==> src/rtl/poly_arith_pkg.sv <==
// Shared types for the polynomial arithmetic datapath.
// Coefficient type, PE mode encoding and write-back widths.
package poly_arith_pkg;

   localparam int COEFF_W = 12;

   typedef logic [COEFF_W-1:0] coeff_t;

   typedef enum logic [1:0] {
      PE_MODE_NTT  = 2'd0,
      PE_MODE_INTT = 2'd1,
      PE_MODE_CWM  = 2'd2,
      PE_MODE_MUL  = 2'd3
   } pe_mode_e;

   localparam int PE2_WB_DATA_W = 24;

endpackage

==> src/rtl/pe2_wb_collector_tag_fifo.sv <==
// In-order tag FIFO holding write addresses for results still inside PE2.
// Power-of-2 depth, wrapping pointers, async reset and sync clear.
module tag_fifo #(
   parameter int WIDTH = 8,
   parameter int DEPTH = 8,
   localparam int AW = $clog2(DEPTH),
   localparam int CW = AW + 1
) (
   input  logic             clk,
   input  logic             rst,
   input  logic             clear,
   input  logic             push,
   input  logic [WIDTH-1:0] din,
   input  logic             pop,
   output logic [WIDTH-1:0] dout,
   output logic             full,
   output logic             empty,
   output logic [CW-1:0]    count
);

   logic [WIDTH-1:0] mem [DEPTH];
   logic [AW-1:0]    wr_ptr;
   logic [AW-1:0]    rd_ptr;
   logic             do_push;
   logic             do_pop;

   assign full    = (count == CW'(DEPTH));
   assign empty   = (count == '0);
   assign do_pop  = pop && !empty;
   // A pop in the same cycle frees the slot, so push at full is legal then.
   assign do_push = push && (!full || do_pop);
   assign dout    = mem[rd_ptr];

   always_ff @(posedge clk) begin
      if (do_push) begin
         mem[wr_ptr] <= din;
      end
   end

   always_ff @(posedge clk or posedge rst) begin
      if (rst) begin
         wr_ptr <= '0;
         rd_ptr <= '0;
         count  <= '0;
      end else if (clear) begin
         wr_ptr <= '0;
         rd_ptr <= '0;
         count  <= '0;
      end else begin
         if (do_push) begin
            wr_ptr <= wr_ptr + 1'b1;
         end
         if (do_pop) begin
            rd_ptr <= rd_ptr + 1'b1;
         end
         count <= count + CW'(do_push) - CW'(do_pop);
      end
   end

endmodule

==> src/rtl/pe2_wb_collector.sv <==
// Pairs untagged PE2 results with issue-time write addresses
// and drives the coefficient-memory u/v and m write ports.
module pe2_wb_collector
   import poly_arith_pkg::*;
#(
   parameter int ADDR_W    = 8,
   parameter int TAG_DEPTH = 8
) (
   input  logic                     clk,
   input  logic                     rst,
   input  logic                     clear_i,
   input  logic                     issue_valid_i,
   input  pe_mode_e                 issue_mode_i,
   input  logic [ADDR_W-1:0]        issue_addr_i,
   input  logic [ADDR_W-1:0]        issue_m_addr_i,
   output logic                     tag_full_o,
   input  coeff_t                   u2_i,
   input  coeff_t                   v2_i,
   input  logic                     valid_i,
   input  coeff_t                   m_i,
   input  logic                     valid_m_i,
   output logic                     wr_en_o,
   output logic [ADDR_W-1:0]        wr_addr_o,
   output logic [PE2_WB_DATA_W-1:0] wr_data_o,
   output logic                     wr_m_en_o,
   output logic [ADDR_W-1:0]        wr_m_addr_o,
   output coeff_t                   wr_m_data_o,
   output logic                     idle_o,
   output logic                     err_ovf_o,
   output logic                     err_orphan_o
);

   localparam int CNT_W = $clog2(TAG_DEPTH) + 1;

   logic              uv_full, uv_empty, m_full, m_empty;
   logic [CNT_W-1:0]  uv_count, m_count;
   logic [ADDR_W-1:0] uv_head, m_head;
   logic              is_cwm;
   logic              uv_pop, m_pop;
   logic              uv_block, m_block;
   logic              reject, accept;
   logic              uv_push, m_push;
   logic              orphan;

   assign is_cwm = (issue_mode_i == PE_MODE_CWM);

   // No bypass: results only match tags already stored.
   assign uv_pop = valid_i && !uv_empty;
   assign m_pop  = valid_m_i && !m_empty;

   assign uv_block = uv_full && !uv_pop;
   assign m_block  = is_cwm && m_full && !m_pop;
   assign reject   = issue_valid_i && (uv_block || m_block);
   assign accept   = issue_valid_i && !reject;
   assign uv_push  = accept;
   assign m_push   = accept && is_cwm;

   assign orphan = (valid_i && uv_empty) || (valid_m_i && m_empty);

   tag_fifo #(
      .WIDTH (ADDR_W),
      .DEPTH (TAG_DEPTH)
   ) u_uv_fifo (
      .clk   (clk),
      .rst   (rst),
      .clear (clear_i),
      .push  (uv_push),
      .din   (issue_addr_i),
      .pop   (uv_pop),
      .dout  (uv_head),
      .full  (uv_full),
      .empty (uv_empty),
      .count (uv_count)
   );

   tag_fifo #(
      .WIDTH (ADDR_W),
      .DEPTH (TAG_DEPTH)
   ) u_m_fifo (
      .clk   (clk),
      .rst   (rst),
      .clear (clear_i),
      .push  (m_push),
      .din   (issue_m_addr_i),
      .pop   (m_pop),
      .dout  (m_head),
      .full  (m_full),
      .empty (m_empty),
      .count (m_count)
   );

   always_ff @(posedge clk or posedge rst) begin
      if (rst) begin
         wr_en_o      <= 1'b0;
         wr_addr_o    <= '0;
         wr_data_o    <= '0;
         wr_m_en_o    <= 1'b0;
         wr_m_addr_o  <= '0;
         wr_m_data_o  <= '0;
         err_ovf_o    <= 1'b0;
         err_orphan_o <= 1'b0;
      end else if (clear_i) begin
         wr_en_o      <= 1'b0;
         wr_addr_o    <= '0;
         wr_data_o    <= '0;
         wr_m_en_o    <= 1'b0;
         wr_m_addr_o  <= '0;
         wr_m_data_o  <= '0;
         err_ovf_o    <= 1'b0;
         err_orphan_o <= 1'b0;
      end else begin
         wr_en_o   <= uv_pop;
         wr_m_en_o <= m_pop;
         if (uv_pop) begin
            wr_addr_o <= uv_head;
            wr_data_o <= {v2_i, u2_i};
         end
         if (m_pop) begin
            wr_m_addr_o <= m_head;
            wr_m_data_o <= m_i;
         end
         err_ovf_o    <= err_ovf_o | reject;
         err_orphan_o <= err_orphan_o | orphan;
      end
   end

   // Conservative: an NTT beat also stalls on a full m FIFO.
   assign tag_full_o = uv_full || m_full;

   assign idle_o = (uv_count == '0) && (m_count == '0)
                && !wr_en_o && !wr_m_en_o;

endmodule

==> config.mk <==
export PLATFORM = sky130hd
export DESIGN_NAME = pe2_wb_collector
export DESIGN_NICKNAME = d
export VERILOG_FILES = /design/src/rtl/poly_arith_pkg.sv /design/src/rtl/pe2_wb_collector_tag_fifo.sv /design/src/rtl/pe2_wb_collector.sv
export SDC_FILE = /design/constraint.sdc
export NUM_CORES = 1
export LEC_CHECK = 0
export CAP_MARGIN = 20
export CORE_ASPECT_RATIO = 1.1
export CORE_MARGIN = 4
export CORE_UTILIZATION = 42
export CTS_CLUSTER_SIZE = 16
export DETAILED_ROUTE_END_ITERATION = 7
export GPL_TIMING_DRIVEN = 0
export PLACE_DENSITY = 0.68
export SLEW_MARGIN = 10
export SYNTH_ARGS = -nofsm -noshare
export SYNTH_HDL_FRONTEND = slang
export SYNTH_SLANG_ARGS = --single-unit
==> constraint.sdc <==
create_clock -name clk -period 3.13 [get_ports clk]
set_input_delay 0.4695 -clock clk [delete_from_list [all_inputs] [get_ports clk]]
set_output_delay 0.4695 -clock clk [all_outputs]
set_load 0.1 [all_outputs]
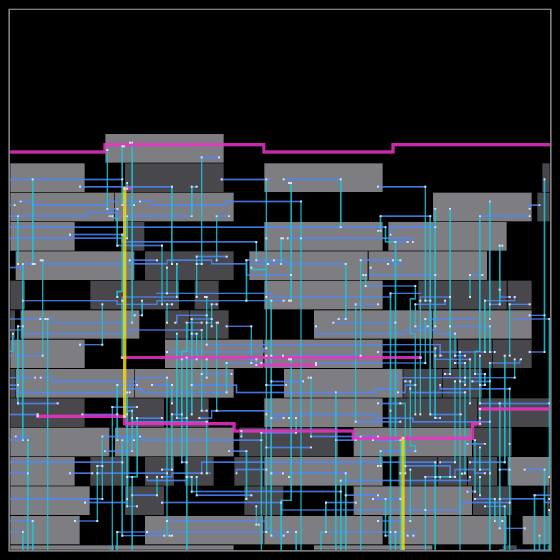
**Above:** run 1 (close-up of the layout).
Region (11, 92) to (61, 142) um. Cells in gray, sequential cells in the stronger gray; small squares are vias.
met4 -> yellow
met2 -> cyan
met3 -> magenta
met1 -> blue
most frequent = edfxtp_1 (30), mux2i_1 (8)
sequential cells in the window = 34
netlist names of flops here include = u_m_fifo.mem (30), wr_m_addr_o (4)
cells with their middle in the window = 65

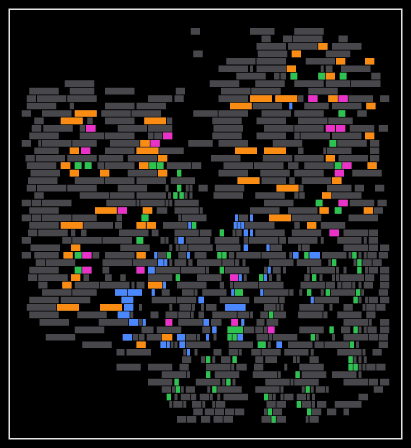
**Above:** run 1 (gate-type map).
inverting AOI/OAI gates -> green  # cells 66
multiplexers -> orange  # cells 51
NOR gates -> blue  # cells 48
AND-OR and OR-AND gates -> magenta  # cells 20
dominant logic cell type in the layout: edfxtp_1
fin cells: 988
logic share of the area: 22.9%

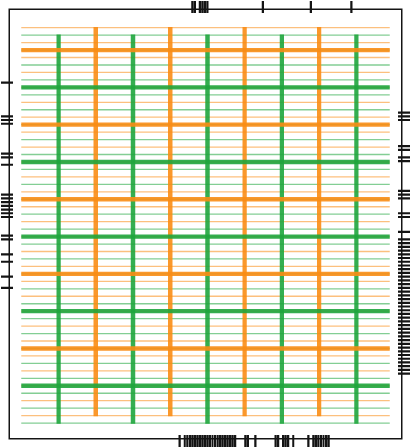
**Above:** run 1 (power grid).
Pins as bars on the die edge.
VDD -> orange
VSS -> green
rows = 53
signal pins = 118
met4 straps = 9
met1 rails = 54
met5 straps = 10
core region area: 19400 sq um
Peak VDD IR: 0.661 mV

==> changes_impl.md, run 1 <==
## Implementation

* Worst EP arrival at 2.56 ns
* Worst reg-to-reg path cell count at 11
* Yosys top cell area share at 45.9%
* Syn_area_per_cell at 14.5 sq um
* # Post-CTS Setup Buffers at 0
* Flop count at 204
* Die y size at 156 um
* Status: complete, no violations
* Grt ovf at 0
* R2r startpoint: u_m_fifo.count[2]
* Area growth, synth to finish at 27.9%
* GPL Wtd Cong at 0.806
* Gate Area at 2450 sq um
* Synth area leader: edfxtp_1
* Clock Latency Late Sink at 0.49 ns
* Mapped Area at 8370 sq um
* Hold Buf Count CTS at 0
* Vias in the first global route at 5383
* First-pass GRT wire length at 29100 um
* Max Root-Sink Buffers at 3
* Antenna Diode Count at 0
* Clock sinks at 204
* Clock buffer count at 25
* Yosys cell count at 579
* IO buf count at 117
* Slew @ Worst Pin at 1.05 ns
* Filler cell count at 1554
* Init Core Util at 43.2%
* Buffers excl. clock at 149
* Initial drt markers at 245
* Non-clk buf share at 12.8%
* Compound Share, Synth at 6.92%
* Root Driver: clkbuf_16
* WL final at 18600 um
run 1: sequential cells by signal, indices dropped and copies added, names as in the netlist:
register,cells
u_m_fifo.rd_ptr,3
wr_m_addr_o,8
u_m_fifo.mem,64
err_orphan_o,1
wr_addr_o,8
wr_m_en_o,1
wr_en_o,1
u_uv_fifo.rd_ptr,3
u_uv_fifo.count,4
u_uv_fifo.mem,64
wr_m_data_o,12
err_ovf_o,1
wr_data_o,24
u_m_fifo.wr_ptr,3
u_uv_fifo.wr_ptr,3
u_m_fifo.count,4
run 1: where the power goes:
part / total (mW) / internal (mW) / switching, mW
clock: 2.59 / 1.59 / 1.00
combinational: 3.38 / 1.08 / 2.30
sequential: 3.30 / 3.14 / 0.159
total: 9.27 / 5.81 / 3.46
run 1: worst max-delay path, stage by stage, from the launching register on:
cell,delay (ns)
dfrtp_1,0.37
inv_1,0.11
ha_1,0.21
or3b_2,0.54
nor4_4,0.24
clkdlybuf4s15_2,0.59
run 1: worst max path at each step:
stage	endpoint	slack (ns)
floorplan	u_m_fifo.count[2]	0.35
global placement	u_m_fifo.mem[2][3]	-0.87
detailed placement	u_uv_fifo.count[2]	-0.08
CTS	idle_o	0.06
global route	idle_o	0.006
finish	idle_o	0.10
run 1: repair_timing:
item,4_1_cts,5_1_grt
setup endpoints to repair,7,1
cloned,0,0
gates resized,4,2
run 1: stage by stage:
stage	total power, mW	area (sq um)
2_1_floorplan	5.89	8380
3_3_place_gp	6.67	9860
3_5_place_dp	6.77	9970
4_1_cts	9.36	10700
5_1_grt	9.68	10700
6_report	9.27	10700
run 1: metal layers:
layer / vias to the layer above / GRT usage, % / part of all wire (%)
li1: 2436 / - / -
met5: - / 0 / 0
met4: 0 / 3.58 / 1.6
met1: 2636 / 21.0 / 41
met3: 26 / 2.70 / 6.3
met2: 148 / 29.7 / 51
**Run 1: register map, names as in the netlist**

Other sequential cells in the stronger gray, the rest of the logic in the fainter gray.
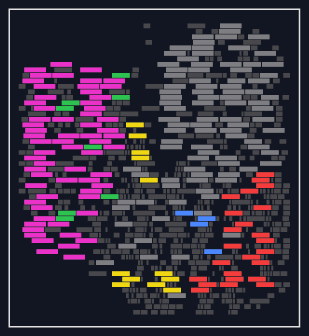

==> run 2: changes to the inputs <==
- CORE_UTILIZATION: 42 -> 40
- PLACE_DENSITY: 0.68 -> 0.66
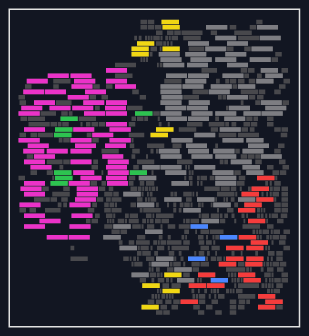
**Above:** run 2 (register map, names as in the netlist).
Other sequential cells in the stronger gray, the rest of the logic in the fainter gray.
wr_m_addr_o -> green  # flops 8, where left middle
u_m_fifo.mem -> magenta  # flops 64
wr_m_data_o -> yellow  # flops 12
u_uv_fifo.count -> blue  # flops 4
wr_data_o -> red  # flops 24, where bottom right
not colored = 92

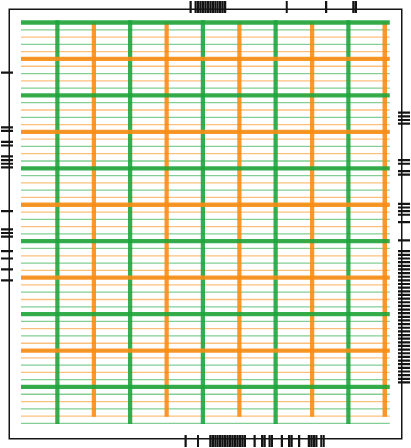
**Above:** run 2 (power grid).
Pins as bars on the die edge.
VSS -> green
VDD -> orange
met1 rails = 56
signal pins = 118
met5 straps = 11
met4 straps = 10
rows = 55

==> changes_impl.md, run 2 <==
## Implementation

* Sw Share at 36.5% (-0.84 points)
* IO buf count at 117 (unchanged)
* Dominant logic cell type in the layout: edfxtp_1
* Mapped Area at 8370 sq um (unchanged)
* GPL Wtd Cong at 0.825 (+2.3%)
* Pint at 6.02 mW (+3.7%)
* Peak VDD IR at 0.674 mV (+2.1%)
* Clock sinks at 204 (unchanged)
* Antenna Diode Count at 0 (unchanged)
* Seq pwr share at 34.8% (-0.8 points)
* Pwr Total at 9.48 mW (+2.3%)
* Post-DP HPWL at 13300 um
* Synth area leader: edfxtp_1
* Grt ovf at 0 (unchanged)
* Root Driver: clkbuf_16
* Placement-stage cell area at 10000 sq um (+0.21%)
* Area growth, synth to finish at 28.9%
* Slew @ Worst Pin at 1.00 ns (-0.0418 ns)
* Core region area at 20600 sq um (+6.3%)
* Worst EP arrival at 2.54 ns (-0.02 ns)
* Vias in the first global route at 5473 (+1.7%)
* Syn_area_per_cell at 14.5 sq um (unchanged)
* Final Cell Area at 10800 sq um (+0.78%)
* Init Core Util at 40.7% (-2.5 points)
* Top Consumer: combinational logic
* First-pass GRT wire length at 29600 um (+1.7%)
* WL final at 18600 um (about the same)
* Yosys top cell area share at 45.9% (unchanged)
* Yosys cell count at 579 (unchanged)
* Gate power share at 35.6% (-0.9 points)
* Clock power frac at 29.6% (+1.7 points)
* Top Registers: u_m_fifo.mem x64, u_uv_fifo.mem x64, wr_data_o x24
* Seq power at 3.30 mW (about the same)
* Comb pwr at 3.37 mW (about the same)
* Max Root-Sink Buffers at 3 (unchanged)
* Status: complete, no violations
* Clock Latency Late Sink at 0.50 ns (about the same)
* Initial drt markers at 257 (+4.9%)
run 2: critical path, cell delays in order, from the launching register on:
cell and delay [ns]:
dfrtp_1 0.36, inv_1 0.11, ha_1 0.20, or3b_2 0.53
nor4_4 0.24, clkdlybuf4s15_2 0.60
run 2: area by class of cell:
class	count	area, sq um
inverters	20	85.1
fillers	1692	9790
clock inverters	12	218
well taps	256	320
flip-flops and latches	204	5750
plain buffers	25	136
multi-input cells	328	2460
repair buffers	125	1250
clock buffers	26	574
run 2: final timing paths:
check | from | to | slack, ns | cells past startpoint
worst max-delay path | u_m_fifo.count[2] | idle_o | 0.12 | 5
worst min-delay path | rst | wr_m_data_o[10] | 0.25 | 2
worst max register to register | u_uv_fifo.count[2] | u_uv_fifo.count[2] | 0.25 | 11
worst min register to register | wr_addr_o[4] | wr_addr_o[4] | 0.50 | 1
max in group asynchronous | rst | wr_m_addr_o[5] | 2.30 | 3
min in group clk | wr_addr_o[4] | wr_addr_o[4] | 0.50 | 1
run 2: repair_timing:
action	4_1_cts	5_1_grt
hold endpoints to repair	0	0
pin swaps	0	0
resized	4	3
endpoints found under the setup margin	7	2
buffers inserted	0	0
run 2: stage by stage:
step | std cells | worst slack (ns)
2_1_floorplan | 579 | 0.354
3_3_place_gp | 952 | -0.795
5_1_grt | 996 | 0.0409
6_report | 996 | 0.124
3_5_place_dp | 960 | -0.0680
4_1_cts | 996 | 0.120
run 2: per-layer routing:
layer  track usage [%]  part of all wire, %  routed length (um)  vias to the layer above
met5                 0                 0.10                  19                        -
met4              4.27                  2.2                 403                        2
met3              3.41                  6.1                1130                       35
met2              28.1                   52                9600                      146
met1              19.5                   40                7430                     2584
li1                  -                    -                   -                     2421
**Run 2: clock routing**

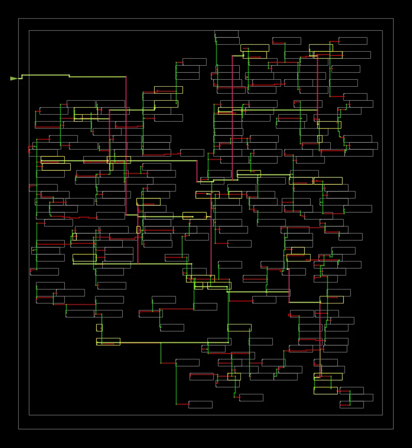

==> run 3: changes to the inputs <==
- REMOVE_ABC_BUFFERS: default -> 1
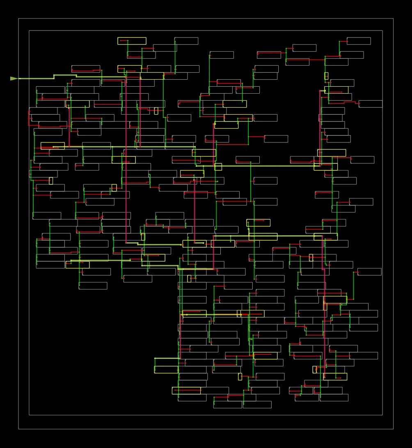
**Above:** run 3 (clock routing).
TritonCTS Buffers: 22
Clk. pwr: 2.74 mW
clock sinks: 204
Clock Latency Late Sink: 0.49 ns
clock buffer count: 28

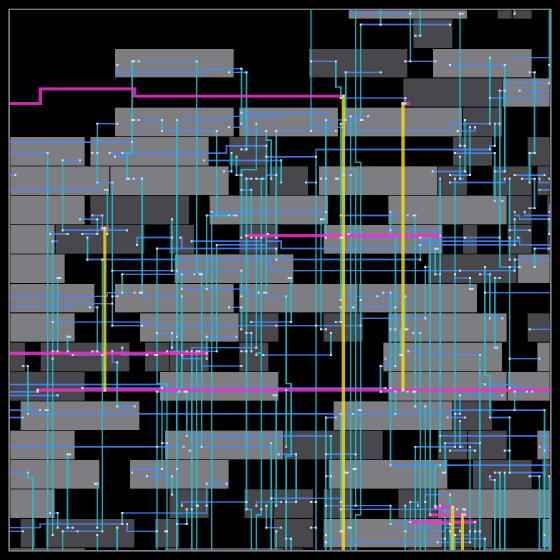
**Above:** run 3 (close-up of the layout).
Region (11, 95) to (61, 145) um. Cells in gray, sequential cells in the stronger gray; small squares are vias.
met1 -> blue
met4 -> yellow
met3 -> magenta
met2 -> cyan
most frequent = edfxtp_1 (30), mux2i_1 (10)
cells with their middle in the window = 77
netlist names of flops here include = u_m_fifo.mem (30), wr_m_addr_o (4)
sequential cells in the window = 34

==> changes_impl.md, run 3 <==
## Implementation

* GPL Wtd Cong at 0.741 (-10%)
* Top Consumer: sequential cells
* Slew @ Worst Pin at 1.04 ns (+0.0331 ns)
* Buffers and inverters on the worst path at 2 (unchanged)
* Top Registers: u_m_fifo.mem x64, u_uv_fifo.mem x64, wr_data_o x24
* Final Cell Area at 10600 sq um (-1.4%)
* Synth area leader: edfxtp_1
* Init Core Util at 40.7% (unchanged)
* Mapped Area at 8370 sq um (unchanged)
* CP top delay family: buffers and inverters
* Yosys top cell area share at 45.9% (unchanged)
* Comb pwr at 3.11 mW (-7.7%)
* Syn_area_per_cell at 14.5 sq um (unchanged)
* Setup ws final at 0.142 ns (+0.0187 ns)
* Gate power share at 33.4% (-2.2 points)
* Vias in the first global route at 5259 (-3.9%)
* Yosys cell count at 579 (unchanged)
* Worst path depth at 5 (unchanged)
* Seq pwr share at 37.2% (+2.4 points)
* Pwr Total at 9.31 mW (-1.8%)
* WL final at 17700 um (-4.6%)
* Placement-stage cell area at 9840 sq um (-1.5%)
* Cell-by-cell trace of the critical path: inv_1, ha_1, or3b_4, nand2_1, dlygate4sd2_1
* CP startpoint: u_uv_fifo.count[2]
* Status: complete, no violations
* Pre-CTS WS at -0.159 ns (-0.0910 ns)
* Slowest library cell on the worst path: dlygate4sd2_1
* Antenna Diode Count at 0 (unchanged)
* Clock power frac at 29.4% (-0.2 points)
* R2R Path End: u_m_fifo.count[2]
* CP max stage delay at 0.89 ns (+0.29 ns)
* R2r startpoint: u_m_fifo.count[2]
* GRT busiest layer: met2
* Filler cell count at 1715 (+1.4%)
* Core region area at 20600 sq um (unchanged)
* Root Driver: clkbuf_16
* Register-to-register setup slack at 0.21 ns (-0.04 ns)
* Grt ovf at 0 (unchanged)
[run 3: cell counts after synthesis]
No cell type changed its count.
[run 3: worst reg2reg max path, stage by stage, from the launching register on]
cell     delay (ns)
dfrtp_1        0.36
inv_1          0.10
ha_1           0.20
or3b_2         0.55
nand2_4        0.21
inv_2          0.18
ha_1           0.32
inv_1          0.04
ha_1           0.22
fa_1           0.38
xnor2_1        0.18
nor2_1         0.06
[run 3: worst min path at each step]
stage,startpoint,to,slack (ns)
after global placement,wr_m_addr_o[1],wr_m_addr_o[1],0.48
after floorplan,u_m_fifo.count[0],err_orphan_o,0.53
after detailed placement,wr_addr_o[2],wr_addr_o[2],0.49
after CTS,rst,wr_data_o[18],0.33
final,rst,wr_data_o[18],0.33
after global routing,rst,wr_data_o[18],0.36
[run 3: cells by family after synthesis]
family          Yosys count  synth area share, %
compound gates           86                 6.92
xor+xnor                  8                0.837
fa+ha+maj                18                 2.87
flops                   204                 68.7
buf+inv                  47                 2.68
simple gates            165                 9.48
mux                      51                 8.57
[run 3: final cells by class]
cell class | instances | area [sq um] | area share [%]
inverters | 20 | 85.1 | 0.800
flip-flops and latches | 204 | 5750 | 54.0
clock inverters | 12 | 181 | 1.71
well taps | 256 | 320 | 3.01
repair buffers | 123 | 1240 | 11.6
clock buffers | 28 | 594 | 5.59
multi-input cells | 328 | 2470 | 23.2
[run 3: routing by layer]
| metal | part of all wire, % | wire length [um] |
|---|---|---|
| met5 | 0 | 0 |
| met4 | 1.8 | 317 |
| met3 | 5.5 | 970 |
| met2 | 51 | 9010 |
| met1 | 42 | 7420 |
[run 3: repair_timing]
| action | 4_1_cts | 5_1_grt |
|---|---|---|
| hold buffers | 0 | 0 |
| setup endpoints to repair | 8 | 6 |
| resized | 7 | 6 |
| pin swaps | 0 | 0 |
Power figures rest on the tool's default switching activity, not on a simulated workload.
